<file path="src/rtl/bsg_chip_wh_link_gate_pkg.sv">
// Shared types for the wormhole link gate: framing states, header layout
// macro and the drop counter width.
`ifndef BSG_CHIP_WH_LINK_GATE_PKG_SV
`define BSG_CHIP_WH_LINK_GATE_PKG_SV

// Low bits of a wormhole header flit: length above the destination cord.
`define DECLARE_BSG_CHIP_WH_HDR_S(cord_width, len_width) \
  typedef struct packed { \
    logic [len_width-1:0]  len; \
    logic [cord_width-1:0] cord; \
  } bsg_chip_wh_hdr_s

package bsg_chip_wh_link_gate_pkg;

  typedef enum logic [1:0] {
    e_header,
    e_body,
    e_drop
  } state_e;

  localparam int unsigned drop_cnt_width_lp = 16;

endpackage

`endif

</file>
<file path="src/rtl/bsg_chip_wh_link_gate_fifo.sv">
// Two-pointer FIFO with async active-low reset, full/empty flags and no
// bypass path; the head entry is presented combinationally.
module bsg_chip_wh_link_gate_fifo #(
    parameter int unsigned width_p = 64,
    parameter int unsigned els_p   = 4
) (
    input  logic               clk,
    input  logic               rst_n,
    input  logic               push,
    input  logic [width_p-1:0] wdata,
    input  logic               pop,
    output logic [width_p-1:0] rdata,
    output logic               full,
    output logic               empty
);

    localparam int unsigned ptr_w = $clog2(els_p);

    logic [width_p-1:0] mem [els_p];
    logic [ptr_w:0]     wptr;
    logic [ptr_w:0]     rptr;
    logic               do_push;
    logic               do_pop;

    assign do_push = push & ~full;
    assign do_pop  = pop & ~empty;

    // Storage write; contents need no reset since empty masks them.
    always_ff @(posedge clk) begin
        if (do_push) begin
            mem[wptr[ptr_w-1:0]] <= wdata;
        end
    end

    // Pointers carry an extra wrap bit to tell full from empty.
    always_ff @(posedge clk or negedge rst_n) begin
        if (!rst_n) begin
            wptr <= '0;
            rptr <= '0;
        end else begin
            if (do_push) wptr <= wptr + (ptr_w + 1)'(1);
            if (do_pop)  rptr <= rptr + (ptr_w + 1)'(1);
        end
    end

    assign empty = (wptr == rptr);
    assign full  = (wptr[ptr_w] != rptr[ptr_w]) &&
                   (wptr[ptr_w-1:0] == rptr[ptr_w-1:0]);
    assign rdata = mem[rptr[ptr_w-1:0]];

endmodule

</file>
<file path="src/rtl/bsg_chip_wh_link_gate.sv">
// Wormhole flit buffer and packet-boundary gate feeding links_i slot 2.
// The gate opens/closes only between packets; closed packets are held
// (drop_p=0) or discarded and counted (drop_p=1).
// Optional macro BSG_CHIP_WH_LINK_GATE_STATS_EN adds pkt_cnt_o/flit_cnt_o.
module bsg_chip_wh_link_gate
  import bsg_chip_wh_link_gate_pkg::*;
#(
  parameter int unsigned flit_width_p = 64,
  parameter int unsigned cord_width_p = 7,
  parameter int unsigned len_width_p  = 4,
  parameter int unsigned els_p        = 4,
  parameter int unsigned drop_p       = 0
) (
  input  logic                         clk_i,
  input  logic                         reset_n_i,
  input  logic                         en_i,
  input  logic                         v_i,
  input  logic [flit_width_p-1:0]      data_i,
  output logic                         ready_and_o,
  output logic                         v_o,
  output logic [flit_width_p-1:0]      data_o,
  input  logic                         ready_and_i,
  output logic                         idle_o,
  output logic [drop_cnt_width_lp-1:0] drop_cnt_o
`ifdef BSG_CHIP_WH_LINK_GATE_STATS_EN
  ,
  output logic [31:0]                  pkt_cnt_o,
  output logic [31:0]                  flit_cnt_o
`endif
);

  `DECLARE_BSG_CHIP_WH_HDR_S(cord_width_p, len_width_p);

  localparam int unsigned hdr_w = cord_width_p + len_width_p;
  localparam logic [drop_cnt_width_lp-1:0] drop_max = '1;

  state_e                  state, state_n;
  logic [len_width_p-1:0]  remaining, remaining_n;
  logic                    up;
  logic                    full, empty, push, pop, drop_hdr;
  logic [flit_width_p-1:0] head;
  bsg_chip_wh_hdr_s        hdr;

  assign push        = v_i & ready_and_o;
  assign ready_and_o = up & ~full;
  assign hdr         = head[hdr_w-1:0];
  assign data_o      = {head[flit_width_p-1:hdr_w], hdr};
  assign idle_o      = empty & (state == e_header);

  bsg_chip_wh_link_gate_fifo #(
    .width_p (flit_width_p),
    .els_p   (els_p)
  ) fifo (
    .clk   (clk_i),
    .rst_n (reset_n_i),
    .push  (push),
    .wdata (data_i),
    .pop   (pop),
    .rdata (head),
    .full  (full),
    .empty (empty)
  );

  // Framing decisions on the FIFO head: forward, hold or discard.
  always_comb begin
    state_n     = state;
    remaining_n = remaining;
    v_o         = 1'b0;
    pop         = 1'b0;
    drop_hdr    = 1'b0;
    unique case (state)
      e_header: begin
        if (!empty) begin
          if (en_i) begin
            v_o = 1'b1;
            if (ready_and_i) begin
              pop = 1'b1;
              if (hdr.len != '0) begin
                state_n     = e_body;
                remaining_n = hdr.len;
              end
            end
          end else if (drop_p != 0) begin
            pop      = 1'b1;
            drop_hdr = 1'b1;
            if (hdr.len != '0) begin
              state_n     = e_drop;
              remaining_n = hdr.len;
            end
          end
        end
      end
      e_body: begin
        v_o = ~empty;
        if (!empty && ready_and_i) begin
          pop         = 1'b1;
          remaining_n = remaining - len_width_p'(1);
          if (remaining == len_width_p'(1)) state_n = e_header;
        end
      end
      e_drop: begin
        if (!empty) begin
          pop         = 1'b1;
          remaining_n = remaining - len_width_p'(1);
          if (remaining == len_width_p'(1)) state_n = e_header;
        end
      end
      default: state_n = e_header;
    endcase
  end

  // Framing state, body count and the post-reset ready enable.
  always_ff @(posedge clk_i or negedge reset_n_i) begin
    if (!reset_n_i) begin
      state     <= e_header;
      remaining <= '0;
      up        <= 1'b0;
    end else begin
      state     <= state_n;
      remaining <= remaining_n;
      up        <= 1'b1;
    end
  end

  // Saturating count of discarded packets.
  always_ff @(posedge clk_i or negedge reset_n_i) begin
    if (!reset_n_i) begin
      drop_cnt_o <= '0;
    end else if (drop_hdr && drop_cnt_o != drop_max) begin
      drop_cnt_o <= drop_cnt_o + drop_cnt_width_lp'(1);
    end
  end

`ifdef BSG_CHIP_WH_LINK_GATE_STATS_EN
  logic fwd;
  assign fwd = v_o & ready_and_i;

  // Forwarded packet and flit counters, wrapping.
  always_ff @(posedge clk_i or negedge reset_n_i) begin
    if (!reset_n_i) begin
      pkt_cnt_o  <= '0;
      flit_cnt_o <= '0;
    end else begin
      if (fwd && state == e_header) pkt_cnt_o <= pkt_cnt_o + 32'd1;
      if (fwd) flit_cnt_o <= flit_cnt_o + 32'd1;
    end
  end
`endif

endmodule

</file>
<file path="config.mk">
export PLATFORM = sky130hd
export DESIGN_NAME = bsg_chip_wh_link_gate
export DESIGN_NICKNAME = d
export VERILOG_FILES = /design/src/rtl/bsg_chip_wh_link_gate_pkg.sv /design/src/rtl/bsg_chip_wh_link_gate_fifo.sv /design/src/rtl/bsg_chip_wh_link_gate.sv
export SDC_FILE = /design/constraint.sdc
export NUM_CORES = 1
export LEC_CHECK = 0
export ABC_AREA = 1
export CORE_ASPECT_RATIO = 1.25
export CORE_UTILIZATION = 30
export DETAILED_ROUTE_END_ITERATION = 8
export DONT_BUFFER_PORTS = 1
export SYNTH_ARGS = -nofsm -noshare
export SYNTH_HDL_FRONTEND = slang
export SYNTH_HIERARCHICAL = 1
export SYNTH_SLANG_ARGS = --single-unit
</file>
<file path="constraint.sdc">
create_clock -name clk_i -period 6.4 [get_ports clk_i]
set_input_delay 0.64 -clock clk_i [delete_from_list [all_inputs] [get_ports clk_i]]
set_output_delay 0.64 -clock clk_i [all_outputs]
set_load 0.02 [all_outputs]
</file>
Run 1, where the registers sit:
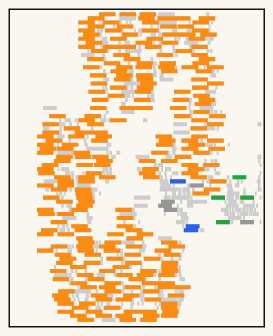
blue -> fifo/rptr  # flops 3
green -> remaining  # flops 4, where middle right
orange -> fifo/mem  # flops 256
Finished Core Util: 34.1%
Seq area share: 68.1%

Run 1, clock distribution:
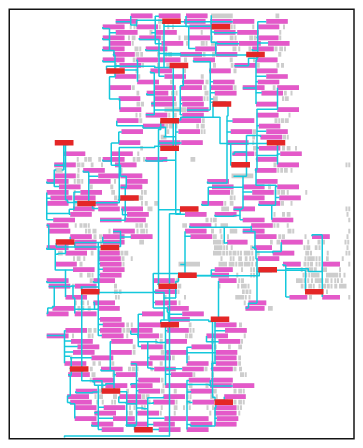
red -> cells driving clock nets  # count 27
cyan -> clock wires  # length 3240 um
magenta -> flip-flops  # count 268
routed clock nets = 28
P_clk: 0.00160 W
clk_skew: 12.5 ps
Skew-Pair Late Insertion Delay: 530 ps
power share of the clock group: 28.3%

Run 1, cells coloured by class:
Bar = 50 um.
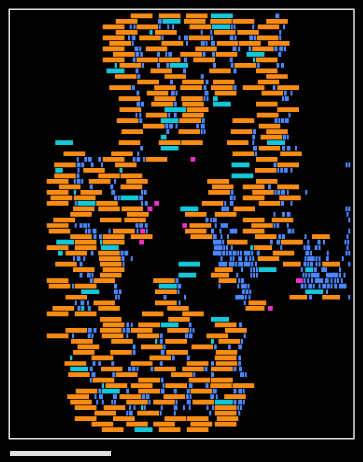
cyan -> clock drivers and dummy loads  # cells 49, share of their area 8.1%
orange -> flops  # cells 268, share of their area 72%
blue -> all other logic  # cells 449, share of their area 20%
magenta -> other buffers and delay cells  # cells 8, share of their area 0.56%
Core ar.: 34400 sq um
post-route cell area: 11700 sq um
Core Rows: 76

==> impl_metrics.toml, run 1 <==
# generated from flow reports
[global_route]
antenna_found_initial = 1

[place]
placed_area_sq_um = 10800
gp_congestion = 0.722

[layout]
comb_cells = 425
syn_to_final_growth_pct = 12.0
num-nets-final = 830
stdcell_count = 1243
num-nonclk-buffers = 8
seq_cell_count = 268
dominant_cells = "flip-flops and latches"

[die]
die_h_um = 211
pin_count = 152
fp.dieW_um = 169
taps = 468

[worst_setup_path]
crit_chain = "inv_4 > nand2_1 > nand2_2 > nand3_2 > inv_1 > nor3b_1 > nand2_2 > nor2_4 > buf_4"
crit_cells = 9
critPathMaxStageDelay_ps = 900
cp.buffers_inverters = 3

[timing]
hold_violations = 0
slew_violations = 0
setup_viol = 0
period_minus_slack_ps = 4330

[job]
warnings = 30
maxCapViolCount = 0

[hold_path]
hold_path.startpoint = "data_i[0]"
holdPathStages = 0

[synthesis]
common_cells = "edfxtp_1, nor2_1, o21ai_0"
ys_warn_count = 6
synthTopCellsByArea = "edfxtp_1, nor2_1, o21ai_0"
synth_top_cell_by_area = "edfxtp_1"
synth_area_per_cell_sq_um = 13.8

[route]
drc = 0
detail-route-antenna-nets = 0
vias = 5774

[clocking]
hold_buffers = 1
clock_path_buffers = 3

[status]
status = "completed"
run 1: cells by family (layout without fill, tap and decap cells):
logic type / after synthesis / after routing / share of synthesized area (%)
XOR/XNOR: 3 / 3 / 0.251
AND-OR/OR-AND: 197 / 197 / 10.2
buffers and inverters: 81 / 81 / 4.53
other: 2 / 18 / 0.0717
flip-flops: 268 / 268 / 76.2
AND/OR/NAND/NOR: 201 / 201 / 7.89
adder cells (fa/ha/maj): 7 / 7 / 0.836
run 1: stage by stage:
step	util [%]	total power, W
6_report	34.1	0.00564
3_5_place_dp	31.4	0.00412
4_1_cts	34.1	0.00573
2_1_floorplan	-	0.00374
5_1_grt	34.1	0.00595
3_3_place_gp	31.4	0.00409
run 1: power breakdown:
part / switching [W] / internal [W]
combinational: 0.00138 / 0.000371
sequential: 0.000126 / 0.00217
clock: 0.000658 / 0.000940
total: 0.00216 / 0.00348
run 1: worst reg2reg max path, stage by stage (launching register included):
cell and delay (ps):
dfrtp_4 860, inv_4 430, nand2_1 200, nand2_2 80
nand3_2 130, inv_1 70, nor3b_1 460, nand2_2 250
nor2_4 900, buf_4 570
run 1: routing by layer:
metal / track usage [%] / routed length (um)
met2: 21.8 / 11400
met3: 5.56 / 2240
met4: 4.66 / 578
met1: 14.3 / 8880
met5: 0 / 0
run 1: cell usage in the layout (no fill, tap or decap), drive strengths merged, types with 2 or more instances in the layout:
| master | n |
|---|---|
| clkinvlp | 2 |
| o21ai | 133 |
| inv | 25 |
| nand2 | 45 |
| edfxtp | 256 |
| nor2 | 140 |
| o22ai | 64 |
| xnor2 | 2 |
| clkbuf | 30 |
| nand3 | 12 |
| dfrtp | 12 |
| conb | 17 |
| clkinv | 12 |
| buf | 7 |
| ha | 7 |
| nand4 | 2 |
| bufinv | 4 |
==> run 2, diff against run 1 <==
==> constraint.sdc (replaced) <==
create_clock -name clk_i -period 4.07 [get_ports clk_i]
set_input_delay 0.407 -clock clk_i [delete_from_list [all_inputs] [get_ports clk_i]]
set_output_delay 0.407 -clock clk_i [all_outputs]
set_load 0.02 [all_outputs]
Run 2, clock distribution:
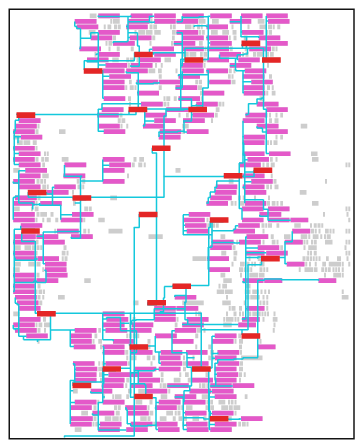
magenta -> flip-flops  # count 268
cyan -> clock wires  # length 3120 um
red -> cells driving clock nets  # count 27
flops lie = all over the die
routed clock nets = 28
P_clk: 0.00233 W
clk_skew: 10.7 ps
power share of the clock group: 26.6%

==> run 2 against run 1 <==
  * Sequential cell count unchanged
  * Die area stayed put
  * Cell count grew 5.5%
  * Synthesized area unchanged
  * Clock skew decreased by 1.8 ps
  * Critical path depth is 4 lower
  * Combinational power up 63%
  * Global-route usage shrank 0.50 points
  * Setup slack got worse by 1800 ps
  * Sequential power increased by 56%
  * Sequential share of layout area decreased by 3.6 points
  * Largest power group unchanged
==> impl_metrics.toml, run 2 <==
# generated from flow reports
[status]
status = "completed"

[layout]
lay_top_count = "edfxtp_1"
syn_to_final_growth_pct = 18.2
postLayoutCellArea_sq_um = 12400

[pwr]
seqPwrFrac_pct = 40.8
pwr-share-comb_pct = 32.7
p_sw_share_pct = 38.4
p_int_w = 0.00540
p_sw_w = 0.00337
power_w = 0.00877

[synthesis]
synthTopCellsByArea = "edfxtp_1, nor2_1, o21ai_0"
synth_top_cell_by_area = "edfxtp_1"
synth_area_per_cell_sq_um = 13.8

[timing]
slew_violations = 0
period_minus_slack_ps = 3780
setup_viol = 0

[route]
drc = 0
detail-route-antenna-nets = 0
vias = 6111

[job]
warnings = 31
maxCapViolCount = 0

[global_route]
antenna_found_initial = 3

[die]
pin_count = 152
==> run 2: netlist changes by cell type in the layout (fill, tap and decap cells not counted), sizes merged <==
cell,before,now
dlygate4sd3,1,65
clkbuf,30,33
clkinvlp,2,3
bufinv,4,2
buf,7,13
inv,25,22
diode,1,0
==> run 2: repair_timing <==
item / 4_1_cts / 5_1_grt
hold buffers: 65 / 0
resized: 0 / 0
setup buffers: 0 / 0
hold endpoints to repair: 268 / 0
==> run 2: layer usage <==
metal	routed length (um)	track usage [%]	vias to the layer above
li1	-	-	2885
met1	9350	14.8	3011
met2	11200	21.5	169
met3	1270	2.85	40
met4	590	4.69	6
met5	40	0	-
==> run 2: critical path: stages, from the launching register on <==
cell and delay (ps):
dfrtp_4 670, inv_4 110, buf_4 540, buf_4 700, o21ai_0 160, o22ai_1 520
==> run 2: power by group through the flow <==
stage,Combinational [W],Sequential [W],Clock [W]
6_report,0.00286,0.00358,0.00233
5_1_grt,0.00315,0.00361,0.00250
4_1_cts,0.00292,0.00358,0.00240
3_5_place_dp,0.00284,0.00364,0
3_3_place_gp,0.00282,0.00363,0
2_1_floorplan,0.00231,0.00357,0
==> run 2: kinds of logic (layout without fill, tap and decap cells) <==
kind of cell	count (synthesis)	count (layout)	share of synthesized area [%]
flops	268	268	76.2
buf+inv	81	150	4.53
fa+ha+maj	7	7	0.836
other cells	2	17	0.0717
simple gates	201	201	7.89
compound gates	197	197	10.2
xor+xnor	3	3	0.251
==> run 2: layout make-up <==
cell class	instances	share of cell area (%)
repair buffers	78	6.35
inverters	24	0.788
well taps	468	4.73
clock buffers	33	5.64
multi-input cells	425	16.9
flip-flops and latches	268	64.6
clock inverters	15	1.04
==> run 3, diff against run 2 <==
--- a/config.mk
+++ b/config.mk
@@ -8,6 +8,7 @@
 export ABC_AREA = 1
 export CORE_ASPECT_RATIO = 1.25
 export CORE_UTILIZATION = 30
+export CTS_CLUSTER_SIZE = 10
 export DETAILED_ROUTE_END_ITERATION = 8
 export DONT_BUFFER_PORTS = 1
 export SYNTH_ARGS = -nofsm -noshare
Run 3, track usage over the die:
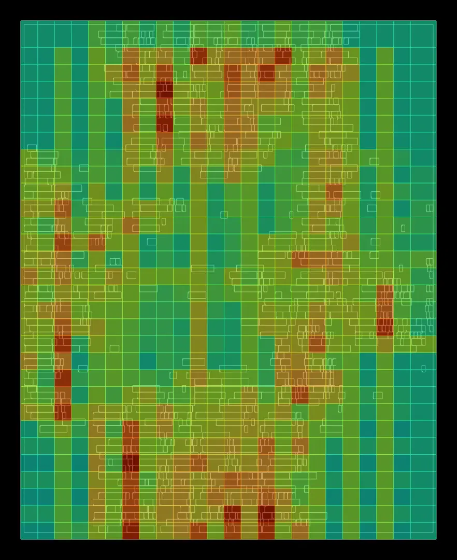
Finished Core Util: 36.1%
met2 Resource Use GR: 21.7%
met3 Use GR: 3.00%
Total GRT Usage: 12.5%

==> run 3 against run 2 <==
  * Total power is 0.96% higher
  * Sequential power is essentially flat
  * Wire length is 0.75% higher
  * Sequential share of layout area is 0.27 points lower
  * Worst hold slack worse by 11 ps
  * Via count grew 0.61%
  * First-iteration DRC count rose by 20%
  * Critical path depth unchanged
  * Register-to-register slack hardly changed
  * Critical endpoint unchanged
==> impl_metrics.toml, run 3 <==
# generated from flow reports
[global_route]
use_met1_pct = 14.6
antenna_found_initial = 3

[pwr]
p_sw_share_pct = 38.1
p_clk_share_pct = 27.3
powerClk_w = 0.00241
powerComb_w = 0.00286
p_sw_w = 0.00338
pwr-share-comb_pct = 32.3
seq_power_w = 0.00358

[clocking]
hold_buffers = 65
cts_resized = 0
clock_path_buffers = 3
insertion_delay_ps = 540
post-cts-setup-buffers = 0

[worst_setup_path]
crit_cells = 5
critPathMaxStageDelay_ps = 690
cp.buffers_inverters = 3
worst_path_max_delay_cell = "buf_4"
critical_path.top_delay_family = "buffers and inverters"

[synthesis]
top_logic_kind = "AND-OR/OR-AND gates"
ys_sh_xor_pct = 0.251
synth.area.mux_share_pct = 0
ys_sh_adder_pct = 0.836
common_cells = "edfxtp_1, nor2_1, o21ai_0"
synthTopCellsByArea = "edfxtp_1, nor2_1, o21ai_0"
synth_area_per_cell_sq_um = 13.8
ys_warn_count = 6

[timing]
setup_viol = 0
period_minus_slack_ps = 3800
hold_violations = 0

[layout]
lay_top_count = "edfxtp_1"
final_cell_mix = "edfxtp_1, nor2_1, o21ai_0, dlygate4sd3_1, o22ai_1"

[status]
status = "completed"

[hold_path]
holdPathStages = 3

[job]
warnings = 31

[place]
gp_congestion = 0.758

[die]
core_area_sq_um = 34400
-- run 3: worst paths after layout --
kind / startpoint / to / slack, ps
max: fifo/rptr[0]$_DFFE_PN0P_ / data_o[61] / 270
min reg2reg: remaining[3]$_DFFE_PN0P_ / remaining[3]$_DFFE_PN0P_ / 510
max reg2reg: fifo/rptr[0]$_DFFE_PN0P_ / fifo/mem[0][14]$_DFFE_PP_ / 900
max in group asynchronous: reset_n_i / fifo/rptr[0]$_DFFE_PN0P_ / 3310
min: ready_and_i / state[0]$_DFFE_PN0P_ / 80
min in group asynchronous: reset_n_i / fifo/wptr[0]$_DFFE_PN0P_ / 310
-- run 3: worst reg2reg max path, cell delays in order, from the launching register on --
cell and delay [ps]:
dfrtp_4 740, inv_4 50, nand2_1 90, nand2_2 70, nand3_2 140, inv_1 70
nor3b_1 480, nand2_2 250, nor2_4 630, buf_12 330
-- run 3: cell type report --
type                    count  area [sq um]
fillers                  3333         22000
repair buffers             78           786
well taps                 468           586
clock buffers              54           862
inverters                  24          97.6
multi-input cells         425          2090
clock inverters             3          17.5
flip-flops and latches    268          7990
-- run 3: metrics by stage --
step           total power [W]  TNS (ps)  util [%]  cells  cell area (sq um)
3_3_place_gp           0.00645         0      31.7   1198              10900
4_1_cts                0.00899         0      36.1   1320              12400
3_5_place_dp           0.00648         0      31.7   1198              10900
2_1_floorplan          0.00588    -97330         -    774              10500
5_1_grt                0.00934         0      36.1   1320              12400
6_report               0.00886         0      36.1   1320              12400
-- run 3: layer usage --
metal	wire, um	part of all wire [%]
met5	35	0.16
met2	11200	50
met1	9380	42
met4	631	2.8
met3	1320	5.8
Power and IR drop assume default switching activity.
